## config.mk

```make
export PLATFORM = sky130hd
export DESIGN_NAME = lcd_drive
export DESIGN_NICKNAME = d
export VERILOG_FILES = /design/src/rtl/lcd_drive.sv
export SDC_FILE = /design/constraint.sdc
export NUM_CORES = 1
export LEC_CHECK = 0
export CORE_AREA = 8 8 78 98
export DETAILED_ROUTE_END_ITERATION = 10
export DIE_AREA = 0 0 86 106
export PLACE_DENSITY = 0.74
export SLEW_MARGIN = 20
export SYNTH_ARGS = -nofsm -noshare
export SYNTH_HDL_FRONTEND = slang
export SYNTH_SLANG_ARGS = --single-unit
```

## constraint.sdc

```tcl
create_clock -name CLK -period 8.5 [get_ports CLK]
set_clock_uncertainty 0.2 [all_clocks]
set_input_delay 1.7 -clock CLK [delete_from_list [all_inputs] [get_ports CLK]]
set_output_delay 1.7 -clock CLK [all_outputs]
set_load 0.05 [all_outputs]
```

## src/rtl/lcd_drive.sv

```systemverilog
//------------------------------------------------------------------------------
// lcd_drive : FIFO-fed 4-bit nibble serialiser for a dot-matrix LCD panel.
// Revision  : 1.0 - initial release
//------------------------------------------------------------------------------
`default_nettype none

module lcd_drive #(
    parameter int LINE_BYTES = 40,
    parameter int LINES      = 200,
    parameter int DIV        = 4
) (
    input  logic       CLK,
    input  logic       RESET_0,
    input  logic [7:0] WD,
    input  logic       LCDW,
    input  logic       MO,
    input  logic       DOEN,
    output logic [3:0] LD,
    output logic       XSCL,
    output logic       LP,
    output logic       FLM,
    output logic       M,
    output logic       DISPOFFL,
    output logic       FULL,
    output logic       UNDER,
    output logic       OVER
);

    localparam int NIBS = 2 * LINE_BYTES;
    localparam int NW   = (NIBS  > 1) ? $clog2(NIBS)  : 1;
    localparam int LW   = (LINES > 1) ? $clog2(LINES) : 1;
    localparam int PW   = (DIV   > 1) ? $clog2(DIV)   : 1;

    localparam logic [PW-1:0] c_PH_LAST  = PW'(DIV - 1);
    localparam logic [PW-1:0] c_PH_HALF  = PW'(DIV / 2);
    localparam logic [NW-1:0] c_NIB_LAST = NW'(NIBS - 1);
    localparam logic [LW-1:0] c_LN_LAST  = LW'(LINES - 1);

    typedef enum logic [1:0] {
        S_IDLE  = 2'd0,
        S_SHIFT = 2'd1,
        S_STALL = 2'd2,
        S_LATCH = 2'd3
    } state_t;

    state_t        state_q;
    logic [PW-1:0] phase_q;
    logic [NW-1:0] nib_q;
    logic [LW-1:0] line_q;
    logic [3:0]    ld_q;
    logic          xscl_q;
    logic          lp_q;
    logic          flm_q;
    logic          m_q;
    logic          under_q;
    logic          doen_q;

    logic [7:0]    mem_q [4];
    logic [1:0]    wr_q;
    logic [1:0]    rd_q;
    logic [2:0]    cnt_q;
    logic [2:0]    cnt_d;
    logic          full_q;
    logic          over_q;

    logic          w_push;
    logic          w_pop;
    logic          w_empty;
    logic [7:0]    w_head;
    logic [PW-1:0] w_phase_n;

    assign w_empty   = (cnt_q == 3'd0);
    assign w_head    = mem_q[rd_q];
    assign w_phase_n = phase_q + 1'b1;
    assign w_push    = LCDW && doen_q && !full_q;
    // The byte leaves the FIFO as its low nibble is loaded at the end of the high-nibble period.
    assign w_pop     = doen_q && (state_q == S_SHIFT) && (phase_q == c_PH_LAST) && !nib_q[0];
    assign cnt_d     = cnt_q + {2'b00, w_push} - {2'b00, w_pop};

    always_ff @(posedge CLK) begin
        if (w_push) begin
            mem_q[wr_q] <= WD;
        end
    end

    always_ff @(posedge CLK or posedge RESET_0) begin
        if (RESET_0) begin
            wr_q   <= 2'd0;
            rd_q   <= 2'd0;
            cnt_q  <= 3'd0;
            full_q <= 1'b0;
            over_q <= 1'b0;
        end else if (!doen_q) begin
            wr_q   <= 2'd0;
            rd_q   <= 2'd0;
            cnt_q  <= 3'd0;
            full_q <= 1'b0;
            over_q <= 1'b0;
        end else begin
            if (w_push) begin
                wr_q <= wr_q + 1'b1;
            end
            if (w_pop) begin
                rd_q <= rd_q + 1'b1;
            end
            cnt_q  <= cnt_d;
            full_q <= (cnt_d == 3'd4);
            if (LCDW && full_q) begin
                over_q <= 1'b1;
            end
        end
    end

    always_ff @(posedge CLK or posedge RESET_0) begin
        if (RESET_0) begin
            state_q <= S_IDLE;
            phase_q <= '0;
            nib_q   <= '0;
            line_q  <= '0;
            ld_q    <= 4'd0;
            xscl_q  <= 1'b0;
            lp_q    <= 1'b0;
            flm_q   <= 1'b0;
            m_q     <= 1'b0;
            under_q <= 1'b0;
            doen_q  <= 1'b0;
        end else begin
            doen_q <= DOEN;
            if (!doen_q) begin
                // Display disabled: everything returns to the start of a frame except M.
                state_q <= S_IDLE;
                phase_q <= '0;
                nib_q   <= '0;
                line_q  <= '0;
                ld_q    <= 4'd0;
                xscl_q  <= 1'b0;
                lp_q    <= 1'b0;
                flm_q   <= 1'b0;
                under_q <= 1'b0;
            end else begin
                case (state_q)
                    S_IDLE: begin
                        if (!w_empty) begin
                            state_q <= S_SHIFT;
                            phase_q <= '0;
                            ld_q    <= w_head[7:4];
                            xscl_q  <= 1'b0;
                        end
                    end

                    S_SHIFT: begin
                        if (phase_q == c_PH_LAST) begin
                            phase_q <= '0;
                            xscl_q  <= 1'b0;
                            if (nib_q == c_NIB_LAST) begin
                                state_q <= S_LATCH;
                                ld_q    <= 4'd0;
                                lp_q    <= 1'b1;
                                flm_q   <= (line_q == c_LN_LAST);
                            end else if (!nib_q[0]) begin
                                nib_q <= nib_q + 1'b1;
                                ld_q  <= w_head[3:0];
                            end else begin
                                nib_q <= nib_q + 1'b1;
                                if (!w_empty) begin
                                    ld_q <= w_head[7:4];
                                end else begin
                                    state_q <= S_STALL;
                                    under_q <= 1'b1;
                                end
                            end
                        end else begin
                            phase_q <= w_phase_n;
                            xscl_q  <= (w_phase_n >= c_PH_HALF);
                        end
                    end

                    S_STALL: begin
                        if (!w_empty) begin
                            state_q <= S_SHIFT;
                            ld_q    <= w_head[7:4];
                        end
                    end

                    S_LATCH: begin
                        if (phase_q == c_PH_LAST) begin
                            phase_q <= '0;
                            nib_q   <= '0;
                            lp_q    <= 1'b0;
                            flm_q   <= 1'b0;
                            line_q  <= (line_q == c_LN_LAST) ? '0 : line_q + 1'b1;
                            if (MO || (line_q == c_LN_LAST)) begin
                                m_q <= !m_q;
                            end
                            if (!w_empty) begin
                                state_q <= S_SHIFT;
                                ld_q    <= w_head[7:4];
                            end else begin
                                state_q <= S_STALL;
                                under_q <= 1'b1;
                            end
                        end else begin
                            phase_q <= w_phase_n;
                        end
                    end

                    default: begin
                        state_q <= S_IDLE;
                    end
                endcase
            end
        end
    end

    assign LD       = ld_q;
    assign XSCL     = xscl_q;
    assign LP       = lp_q;
    assign FLM      = flm_q;
    assign M        = m_q;
    assign DISPOFFL = doen_q;
    assign FULL     = full_q;
    assign UNDER    = under_q;
    assign OVER     = over_q;

endmodule

`default_nettype wire

```

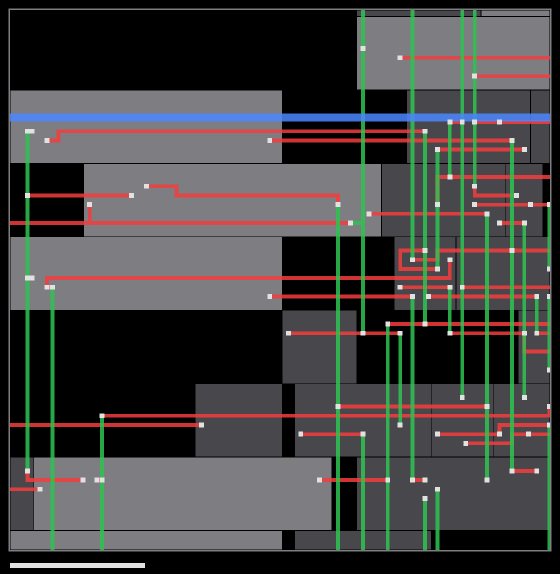
Run 1: a small window of the routed layout
Bar = 5 um. Window x 12 to 32, y 70 to 90 um. Cells in gray, sequential cells in the stronger gray; small squares are vias.
Key: M3 = blue; M2 = green; M1 = red
Sequential cells in the window: 5. Most frequent: and3_1 (4), edfxtp_1 (4), ha_1 (3). Netlist names of flops here include mem_q (4), wr_q (1). 17 logic cells have their middle in the window.

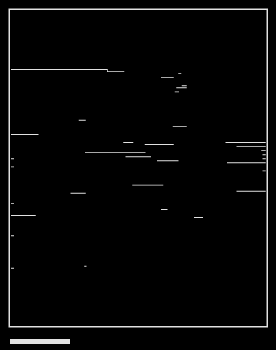
Run 1: metal 3
Bar = 20 um.
The longest straight run is 32.2 um. The wires run mostly horizontal. 25 nets have wire on it. The layer carries 191 um of wire.

==> run summary, run 1 <==
fresh numbers from the pnr run: post-CTS setup buffer count 0, Max Root-Sink Buffers 2, net switching power 193 uW, Site Rows 33, crit path buf inv count 4, root buffer cell clkbuf_8, clock share of power 36.9%, most frequent cells in the layout dfrtp_1 (38), edfxtp_1 (32), nor2_1 (25), clkdlybuf4s50_1 (24), nand3_1 (17), Non-clk invs 9, Initial DRC Count 177, metal2 WL 2.98 mm, max incr delay on CP 0.48 ns, worst hold stages 1, Post-Place Cell Area 3550 um2, Well Taps 87, actual slew at the worst max-slew pin 0.761 ns, synthesis area per yosys 3250 um2, post-layout period usage 49.8%, Placed Cells 357, Top Family by Delay on Critical Path simple AND/OR/NAND/NOR gates, Power Dens Cells 194 nW/um2, final worst slack 4.27 ns, status finished clean, Core Box Area 6230 um2, via count 2,080, syn_area_per_cell 12.6 um2, CP Max Fanout 6, synth warn 0, Largest cell class registers, cell mode on critical path inv_1, gr usage total 14.4%, synth cell count leaders dfrtp_1 (38), edfxtp_1 (32), nor2_1 (25), nand3_1 (17), pre-CTS setup slack 3.90 ns, DRC Markers 0, WP data required 8.59 ns, cell breakdown of the critical path clkdlybuf4s50_1 > nor2b_1 > and2_1 > inv_1 > ha_1 > inv_1 > ha_1 > inv_1 > fa_1 > xor2_1 > and2_1 > nor3_1 > and3b_1, sequential cell area share 51.1%, Final Non-Filler Cells 373, crit start category input port, antenna-violating nets left 0, MUX share of area 6.77%, critical path launch point LCDW, Die Ht 106 um, Synth cell types 48, Hold-fix buffers, CTS 0, P_comb 77.7 uW, TritonCTS Buffers 9, Async S/R FF share, synth 54.3%, Combinational Area 1250 um2, Syn Inst Count 259, Comb power frac 10.7%, combinational share of cell area 33.3%, relative slew slack 49.3%, hold path endpoint M, WS Path Type in2reg, final hold viol count 0, tool warnings 29, setup TNS 0 ns, hpwl dp 4.08 mm, Slew Viols, Final 0, DRT met1 WL 2.75 mm, Worst EP arrival 4.32 ns, maximum VDD drop 167 uV, worst flop-to-flop path endpoint FULL, syn nets 282, RR Startpoint DISPOFFL, # IOs 25
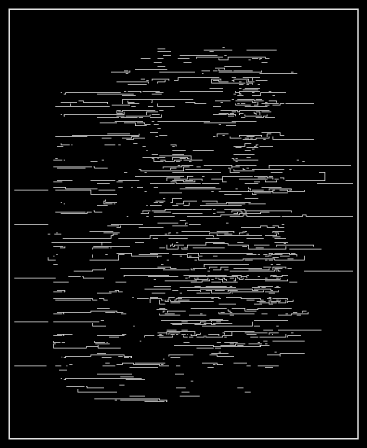
Run 1: the metal 1 layer
The layer holds 46% of the routed length. 282 nets have wire on it. The wires run mostly horizontal. The layer carries 2,750 um of wire. The longest straight run is 20.2 um.

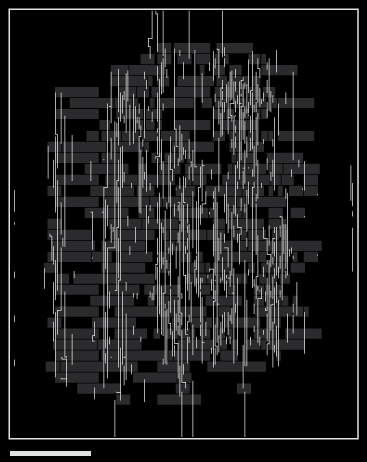
Run 1: the metal 2 layer
Bar = 20 um. Cells faint in the background.
The longest straight run is 49.7 um. The wires run mostly vertical. The layer carries 2,980 um of wire. The layer holds 49% of the routed length.

==> run 1: routing by layer <==
metal | GRT usage, % | vias up
met2 | 22.6 | 40
met4 | 7.29 | 0
met1 | 18.4 | 1022
li1 | - | 1007
met5 | 0 | -
met3 | 3.01 | 11
==> run 1: registers in the layout, summed over array words and instances (netlist names) <==
name and flops:
XSCL 1, mem_q 32, LD 4, phase_q 2, wr_q 2, OVER 1, FLM 1, DISPOFFL 1
state_q 2, LP 1, UNDER 1, line_q 8, cnt_q 3, rd_q 2, nib_q 7, FULL 1
M 1
Run 1, routing congestion:
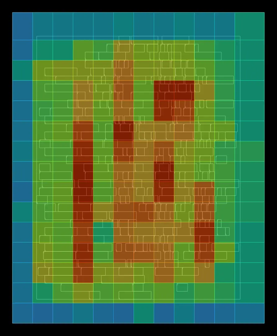

## Run 2: what changed since run 1
clock period = 4.34 ns   (was 8.5 ns; I/O delays follow)
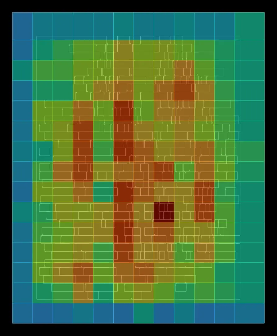
Run 2: routing congestion
GRT met3 Usage: 3.86%
DR WL/cell: 16.1 um
gr usage total: 14.3%
grt peak-use layer: met2
GR Layer Usage met2: 22.4%

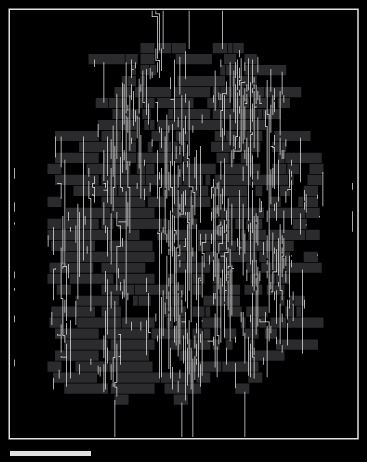
Run 2: the metal 2 layer
Bar = 20 um. Cells faint in the background.
via count: 2,080
final wirelength: 6.05 mm

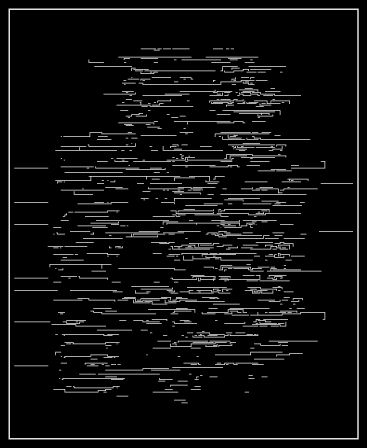
Run 2: the metal 1 layer
GR met1 Demand/Resource: 18.3%

==> run 2 against run 1 <==
  * Core utilization rose by 0.76 points
  * Sequential power rose by 95%
  * Power is 110% higher
  * Synthesized cell count unchanged
  * Worst setup slack lost 3.3 ns
  * Largest cell class unchanged
==> run summary, run 2 <==
fresh numbers from the pnr run: most frequent cells in the layout dfrtp_1 (38), edfxtp_1 (32), nor2_1 (25), clkdlybuf4s50_1 (24), nand3_1 (17) (unchanged), syn_area_per_cell 12.6 um2 (unchanged), setup TNS 0 ns (unchanged), Well Taps 87 (unchanged), Core Box Area 6230 um2 (unchanged), status finished clean (unchanged), clock share of power 39.8% (was 36.9%), CP Max Fanout 6 (unchanged), cell mode on critical path inv_1 (unchanged), root buffer cell clkbuf_8 (unchanged), Slew Viols, Final 0 (unchanged), H-tree Lvls 3 (unchanged), number of global-route vias before repair 2,135 (was 2,075), metal2 WL 3.05 mm (was 2.98 mm), Syn Inst Count 259 (unchanged), Final Non-Filler Cells 375 (was 373), tool warnings 29 (unchanged), max FFs per register 32 (unchanged), Power Dens Cells 394 nW/um2 (was 194 nW/um2), post-layout period usage 78.3%, Post-Place Cell Area 3560 um2 (was 3550 um2), final hold viol count 0 (unchanged), sequential cell area share 50.4% (was 51.1%), Die Ht 106 um (unchanged), # IOs 25 (unchanged), net switching power 381 uW (was 193 uW), Combinational Area 1250 um2 (unchanged), antenna-violating nets left 0 (unchanged), Most flops, register mem_q (unchanged), Hold-fix buffers, CTS 0 (unchanged), WP data required 4.42 ns (was 8.59 ns), maximum VDD drop 307 uV (was 167 uV), worst hold stages 1 (unchanged), synth warn 0 (unchanged), n_diodes 0 (unchanged), worst hold path class reg2reg (unchanged), TritonCTS Buffers 9 (unchanged), crit path buf inv count 4 (unchanged), syn nets 282 (unchanged), Worst EP arrival 3.48 ns (was 4.32 ns), combinational share of cell area 32.9% (was 33.3%), actual slew at the worst max-slew pin 0.603 ns (was 0.761 ns), Max Root-Sink Buffers 2 (unchanged), Non-clk invs 9 (unchanged), P_comb 156 uW (was 77.7 uW), Site Rows 33 (unchanged), RR Startpoint state_q[0] (was DISPOFFL), synthesis area per yosys 3250 um2 (unchanged), hpwl dp 4.16 mm (was 4.08 mm), pre-CTS setup slack 0.564 ns (was 3.90 ns), final worst slack 0.942 ns (was 4.27 ns), critical path launch point LCDW (unchanged), cell breakdown of the critical path clkdlybuf4s50_1 > nor2b_1 > and2_1 > inv_1 > ha_1 > inv_1 > ha_1 > inv_1 > fa_1 > xor2_1 > and2_1 > nor3_1 > and3b_1 (unchanged), Comb power frac 10.5% (was 10.7%), max incr delay on CP 0.47 ns (was 0.48 ns), relative slew slack 59.8% (was 49.3%), Async S/R FF share, synth 54.3% (unchanged), biggest regs mem_q (32), line_q (8), nib_q (7) (unchanged), post-synth top area share 29.5% (unchanged), DRC Markers 0 (unchanged), Top Family by Delay on Critical Path simple AND/OR/NAND/NOR gates (unchanged), worst flop-to-flop path endpoint FULL (unchanged), Placed Cells 359 (was 357), synth cell count leaders dfrtp_1 (38), edfxtp_1 (32), nor2_1 (25), nand3_1 (17) (unchanged), hold path endpoint M (unchanged), Synth cell types 48 (unchanged), DRT met1 WL 2.75 mm (about the same)
## run 2: cell counts after synthesis
No cell type changed its count.
## run 2: metrics by stage
stage / hold slack (ns) / power (uW)
6_report: 0.271 / 1490
5_1_grt: 0.297 / 1560
4_1_cts: 0.277 / 1510
3_5_place_dp: 0.264 / 916
3_3_place_gp: 0.264 / 910
2_1_floorplan: 0.292 / 861
## run 2: kinds of logic after synthesis
| group | count (synthesis) | share of synthesized area, % |
|---|---|---|
| muxes | 12 | 6.77 |
| buffers and inverters | 23 | 2.96 |
| xor gates and xnor gates | 12 | 3.23 |
| AOI/OAI and AO/OA | 47 | 10.5 |
| DFF | 70 | 58.7 |
| adders and majority gates | 10 | 4.08 |
| and+or+nand+nor | 85 | 13.7 |
Run 2, metal 3:
Bar = 20 um.
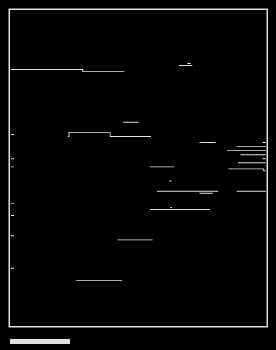

## Run 3: what changed since run 2
CORE_AREA = 8 8 80 100   (was 8 8 78 98)
DIE_AREA = 0 0 88 108   (was 0 0 86 106)
clock period = 3 ns   (was 4.34 ns; I/O delays follow)
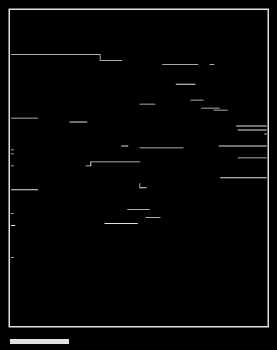
Run 3: metal 3
Bar = 20 um.
23 nets have wire on it. The longest straight run is 30.4 um. The layer carries 232 um of wire. The wires run mostly horizontal.

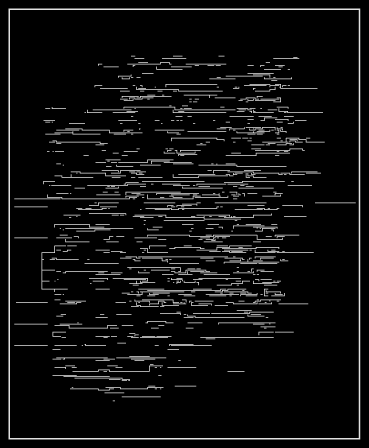
Run 3: the metal 1 layer
The layer carries 2,700 um of wire. The wires run mostly horizontal.

==> run 3 against run 2 <==
  * Worst setup slack got worse by 0.79 ns
  * Routed wire length grew 3.3%
  * Critical endpoint unchanged
  * Critical path depth unchanged
  * Register-to-register slack lost 0.77 ns
  * Final cell count rose by 1.6%
  * Synthesized cell count unchanged
  * Non-clock buffer count is 6 higher
  * Power grew 50%
  * Sequential share of layout area is 0.82 points lower
  * Worst hold slack gained 0.023 ns
  * Count of clock-buffer cells in the layout up 1
==> run summary, run 3 <==
fresh numbers from the pnr run: status finished clean (unchanged), tool warnings 29 (unchanged), GR met1 Demand/Resource 17.3% (was 18.3%), TritonCTS Buffers 9 (unchanged), cell breakdown of the critical path clkdlybuf4s50_1 > nor2b_1 > and2_1 > inv_1 > ha_1 > inv_1 > ha_1 > inv_1 > fa_1 > xor2_1 > and2_1 > nor3_1 > and3b_1 (unchanged), Final Non-Filler Cells 381 (was 375), antenna-violating nets left 0 (unchanged), syn nets 282 (unchanged), grt peak-use layer met2 (unchanged), via count 2,155 (was 2,080), biggest regs mem_q (32), line_q (8), nib_q (7) (unchanged), Buffers, non-clock 33 (was 27), post-CTS setup buffer count 0 (unchanged), WP data required 3.08 ns (was 4.42 ns), H-tree Lvls 3 (unchanged), Die Ht 108 um (was 106 um), Most flops, register mem_q (unchanged), Synth cell types 48 (unchanged), setup TNS 0 ns (unchanged), hold path endpoint OVER (was M), Core Box Area 6400 um2 (was 6230 um2), Site Rows 33 (unchanged), actual slew at the worst max-slew pin 0.581 ns (was 0.603 ns), Combinational Area 1250 um2 (unchanged), # IOs 25 (unchanged), n_diodes 0 (unchanged), relative slew slack 61.3% (was 59.8%), number of global-route vias before repair 2,183 (was 2,135), Slew Viols, Final 0 (unchanged), cell mode on critical path inv_1 (unchanged), Top Family by Delay on Critical Path simple AND/OR/NAND/NOR gates (unchanged), DR WL/cell 16.4 um (was 16.1 um), max incr delay on CP 0.47 ns (about the same), Initial DRC Count 96 (was 153), GR Layer Usage met2 23.9% (was 22.4%), final net count 312 (was 306), combinational share of cell area 32.3% (was 32.9%), WS Path Type in2reg (unchanged), maximum VDD drop 391 uV (was 307 uV), Pwr Total 2240 uW (was 1490 uW), Largest cell class registers (unchanged), Worst EP arrival 2.93 ns (was 3.48 ns), Async S/R FF share, synth 54.3% (unchanged), Non-clk invs 9 (unchanged), final hold viol count 0 (unchanged), Post-Place Cell Area 3610 um2 (was 3560 um2), net switching power 532 uW (was 381 uW), worst hold path class reg2reg (unchanged), post-synth top area share 29.5% (unchanged), critical path launch point LCDW (unchanged), final wirelength 6.25 mm (was 6.05 mm), sequential cell area share 49.6% (was 50.4%), post-layout period usage 95.1%, worst flop-to-flop path endpoint FULL (unchanged), DRC Markers 0 (unchanged), most numerous cell in the Yosys netlist dfrtp_1 (unchanged), most frequent cells in the layout dfrtp_1 (37), edfxtp_1 (32), nor2_1 (25), clkdlybuf4s50_1 (24), nand3_1 (17) (was dfrtp_1 (38), edfxtp_1 (32), nor2_1 (25), clkdlybuf4s50_1 (24), nand3_1 (17)), gr usage total 14.3% (about the same), hpwl dp 4.37 mm (was 4.16 mm), crit start category input port (unchanged), Well Taps 87 (unchanged), worst hold stages 2 (was 1), P_comb 248 uW (was 156 uW), root buffer cell clkbuf_8 (unchanged), CP Max Fanout 2 (was 6), Comb power frac 11.1% (was 10.5%), synth warn 0 (unchanged), Hold-fix buffers, CTS 0 (unchanged), RR Startpoint nib_q[0] (was state_q[0]), Syn Inst Count 259 (unchanged), crit path buf inv count 4 (unchanged), GRT met3 Usage 2.88% (was 3.86%), largest net degree at the start of global routing 39 (unchanged), synth cell count leaders dfrtp_1 (38), edfxtp_1 (32), nor2_1 (25), nand3_1 (17) (unchanged), CP max stage cell clkdlybuf4s50_1 (unchanged), Placed Cells 365 (was 359), Max Root-Sink Buffers 2 (unchanged), WHS 0.294 ns (was 0.271 ns), metal2 WL 3.27 mm (was 3.05 mm), synthesis area per yosys 3250 um2 (unchanged), max FFs per register 32 (unchanged), clock share of power 41.3% (was 39.8%), syn_area_per_cell 12.6 um2 (unchanged)
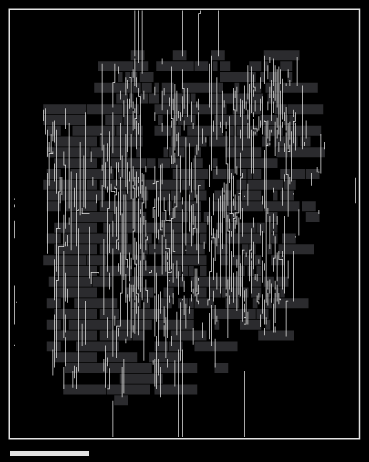
Run 3: the metal 2 layer
Bar = 20 um. Cells faint in the background.
The wires run mostly vertical. The longest straight run is 45.7 um. The layer holds 52% of the routed length.

## run 3: cell counts after synthesis
No cell type changed its count.
## run 3: per-stage QoR
step / utilization (%) / worst slack, ns
6_report: 60.3 / 0.147
5_1_grt: 60.3 / 0.00287
4_1_cts: 60.3 / 0.132
3_5_place_dp: 56.4 / -0.229
3_3_place_gp: 56.4 / -0.142
2_1_floorplan: - / 0.198
## run 3: cells by family (layout without fill, tap and decap cells)
logic type	after synthesis	after routing	share of synthesized area (%)
AND-OR/OR-AND	47	47	10.5
XOR/XNOR	12	12	3.23
adder cells (fa/ha/maj)	10	10	4.08
buffers and inverters	23	58	2.96
flip-flops	70	70	58.7
multiplexers	12	12	6.77
AND/OR/NAND/NOR	85	85	13.7
Power is estimated from default activity; no workload was simulated.
